==> config.mk <==
export PLATFORM = sky130hd
export DESIGN_NAME = lsu
export DESIGN_NICKNAME = d
export VERILOG_FILES = /design/src/rtl/lsu.sv
export SDC_FILE = /design/constraint.sdc
export NUM_CORES = 1
export LEC_CHECK = 0
export CAP_MARGIN = 20
export CELL_PAD_IN_SITES_DETAIL_PLACEMENT = 2
export CELL_PAD_IN_SITES_GLOBAL_PLACEMENT = 2
export CORE_ASPECT_RATIO = 1.4
export CORE_MARGIN = 2
export CORE_UTILIZATION = 22
export DETAILED_ROUTE_END_ITERATION = 8
export PLACE_DENSITY_LB_ADDON = 0.1
export SLEW_MARGIN = 30
export SYNTH_ARGS = -nofsm -noshare
export SYNTH_HDL_FRONTEND = slang
export SYNTH_SLANG_ARGS = --single-unit
==> constraint.sdc <==
create_clock -name clk -period 1.6 [get_ports clk]
set_clock_uncertainty 0.2 [all_clocks]
set_input_delay 0.32 -clock clk [delete_from_list [all_inputs] [get_ports clk]]
set_output_delay 0.32 -clock clk [all_outputs]
set_load 0.02 [all_outputs]
### Met2 routing, run 1

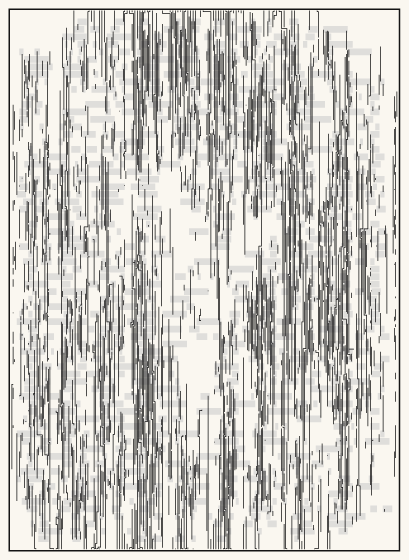
share of all routed wire = 57%
longest straight run = 81.3 um
met2 GRT Util: 0.398
final wirelength: 30500 um
via count: 6190

### Placement by cell class, run 1

Fill, decap, tap and diode cells in grey.
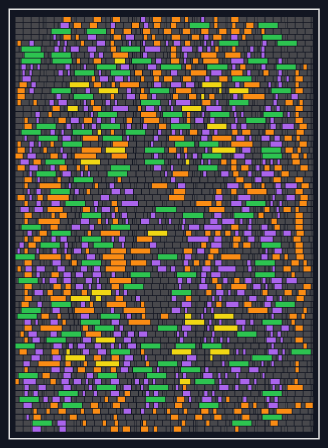
yellow -> clock drivers and dummy loads  # cells 31, share of their area 5.5%
orange -> remaining buffers and delay cells  # cells 373, share of their area 35%
purple -> combinational and other logic  # cells 468, share of their area 32%
green -> sequential cells  # cells 117, share of their area 27%
Post-Layout Inst Area: 11200 um^2
Core Util, Final: 0.432
Core ar.: 26000 um^2

### M3 wires, run 1

Bar = 50 um.
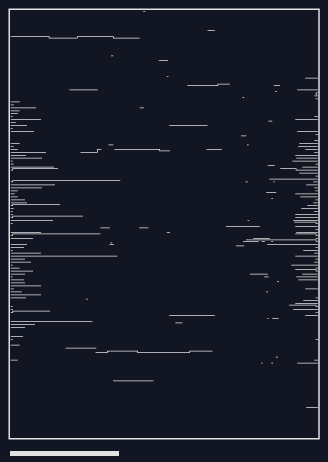
main direction = horizontal
nets with wire on the layer = 159
GR Util met3: 0.0505

### I/O nets highlighted, run 1

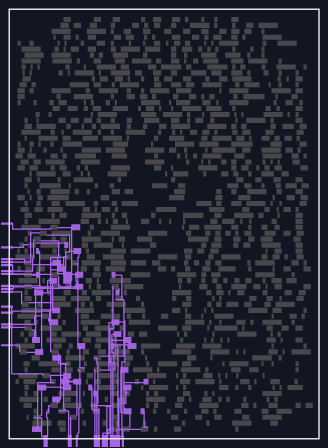
purple -> `store_data`  # bits 32, direction input, edge 17 south, 15 west, end cells 40, buffers 40, wire 1560 um
Ports: 252
I/O Buffers: 248

==> flow_summary.ini, run 1 <==
; yosys + openroad results
[run_status]
run_status = complete, but fails checks
violations = setup timing

[pwr]
pg_clk_w = 0.00401
power_frac_comb = 0.429
p_clk_frac = 0.268
p_per_area_nw_per_um2 = 1330
power.internal_w = 0.00923

[timing]
setup_violations = 115
period_used_share = 1.13
worst_slack_ns = -0.211
whs_ns = 0.146
period_minus_slack_ns = 1.81

[worst_setup_path]
reg2regPathDepth = 6
slowest_stage = dfrtp_2
cp_num_buf_inv = 2
crit_chain = buf_12 > mux2i_2 > o2bb2ai_1 > buf_4 > nand2_1 > a211oi_2
worstSetupEndpointType = register
critical_path.top_delay_family = flip-flops
cp_slowest_stage_delay_ns = 0.48

[finish]
nClkBuffers = 22
comb_share = 0.312
num-multi-input-gates = 465
finalNonFillerCells = 1314
layout.cells.most_common = clkdlybuf4s50_1
flops = 117

[drt]
first_iter_violations = 168
viasPerCell = 4.71

[cts]
ctsHoldBuffers = 1
clkLatencyLatePin_ns = 0.43
cts_buffer_depth = 2

[floorplanning]
tap_cells = 324
die_h_um = 196

[logic_synthesis]
area_leaders = dfrtp_1 50%, nand2_1 13%, mux2i_1 8.5%, nor2_1 3.5%, a211oi_2 3.5%
synth_flop_count = 117
synthCells = 628
ys_top_logic_family = simple AND/OR/NAND/NOR gates
yosysSeqAreaShare = 0.505

[place]
place_ws_ns = -0.705

[global_routing]
grt.overflow.total = 0
==> run 2: changes to the inputs <==
Settings changed: CAP_MARGIN 20 to 30, HOLD_SLACK_MARGIN set to 0.06.
==> run 2 against run 1 <==
  * The run still ends with setup timing left
  * Utilization unchanged
  * Cell count unchanged
  * Area after synthesis unchanged
==> flow_summary.ini, run 2 <==
; yosys + openroad results
[pwr]
power_frac_comb = 0.429
power.internal_w = 0.00923
p_clk_frac = 0.268
p_per_area_nw_per_um2 = 1330

[run_status]
run_status = complete, but fails checks
violations = setup timing

[timing]
fmax_mhz = 552
period_used_share = 1.13
period_minus_slack_ns = 1.81
whs_ns = 0.146
worst_slack_ns = -0.211
setup_violations = 115

[logic_synthesis]
syn_avg_cell_area_um2 = 9.23
ys_top_logic_family = simple AND/OR/NAND/NOR gates
synthCells = 628
synth_flop_count = 117
yosysSeqAreaShare = 0.505
area_leaders = dfrtp_1 50%, nand2_1 13%, mux2i_1 8.5%, nor2_1 3.5%, a211oi_2 3.5%

[worst_setup_path]
cp_num_buf_inv = 2
reg2regPathDepth = 6
crit_chain = buf_12 > mux2i_2 > o2bb2ai_1 > buf_4 > nand2_1 > a211oi_2
worstSetupEndpointType = register
cp_slowest_stage_delay_ns = 0.48
critical_path.top_delay_family = flip-flops
slowest_stage = dfrtp_2

[finish]
nClkBuffers = 22
comb_share = 0.312
register_area_um2 = 2930
num-multi-input-gates = 465
final_util = 0.432
finalNonFillerCells = 1314
layout.cells.most_common = clkdlybuf4s50_1
flops = 117
inv_count = 3

[cts]
clkLatencyLatePin_ns = 0.43
ctsHoldBuffers = 1
cts-root-buf = clkbuf_16
cts_buffer_depth = 2

[floorplanning]
die_w_um = 141
die_h_um = 196
core_um2 = 26000
io_pins = 252

[drt]
drt-total-wl_um = 30500
viasPerCell = 4.71
first_iter_violations = 168
vias = 6190

[place]
port_buffers = 248
place_ws_ns = -0.705
gp_congestion = 0.826

[global_routing]
antenna_found_initial = 1
use_met3 = 0.0505
use_met2 = 0.398
grt.overflow.total = 0
grt-busiest-layer = met2
### M3 wires, run 2

Bar = 50 um.
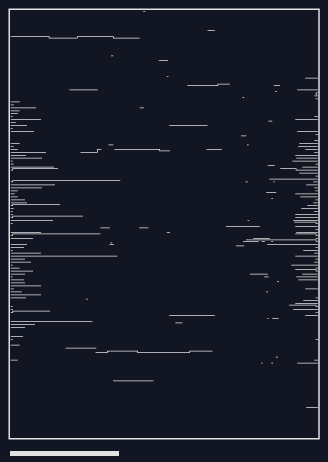
wire length on this layer = 1450 um
main direction = horizontal
share of all routed wire = 4.8%
longest straight run = 49.2 um

### Placement by cell class, run 2

Fill, decap, tap and diode cells in grey.
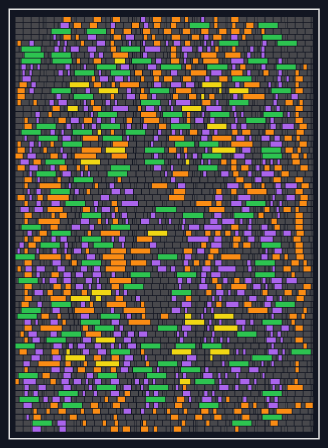
purple -> combinational and other logic  # cells 468, share of their area 32%
green -> sequential cells  # cells 117, share of their area 27%
yellow -> clock drivers and dummy loads  # cells 31, share of their area 5.5%
orange -> remaining buffers and delay cells  # cells 373, share of their area 35%
fraction of area in registers: 0.261
num rows: 70

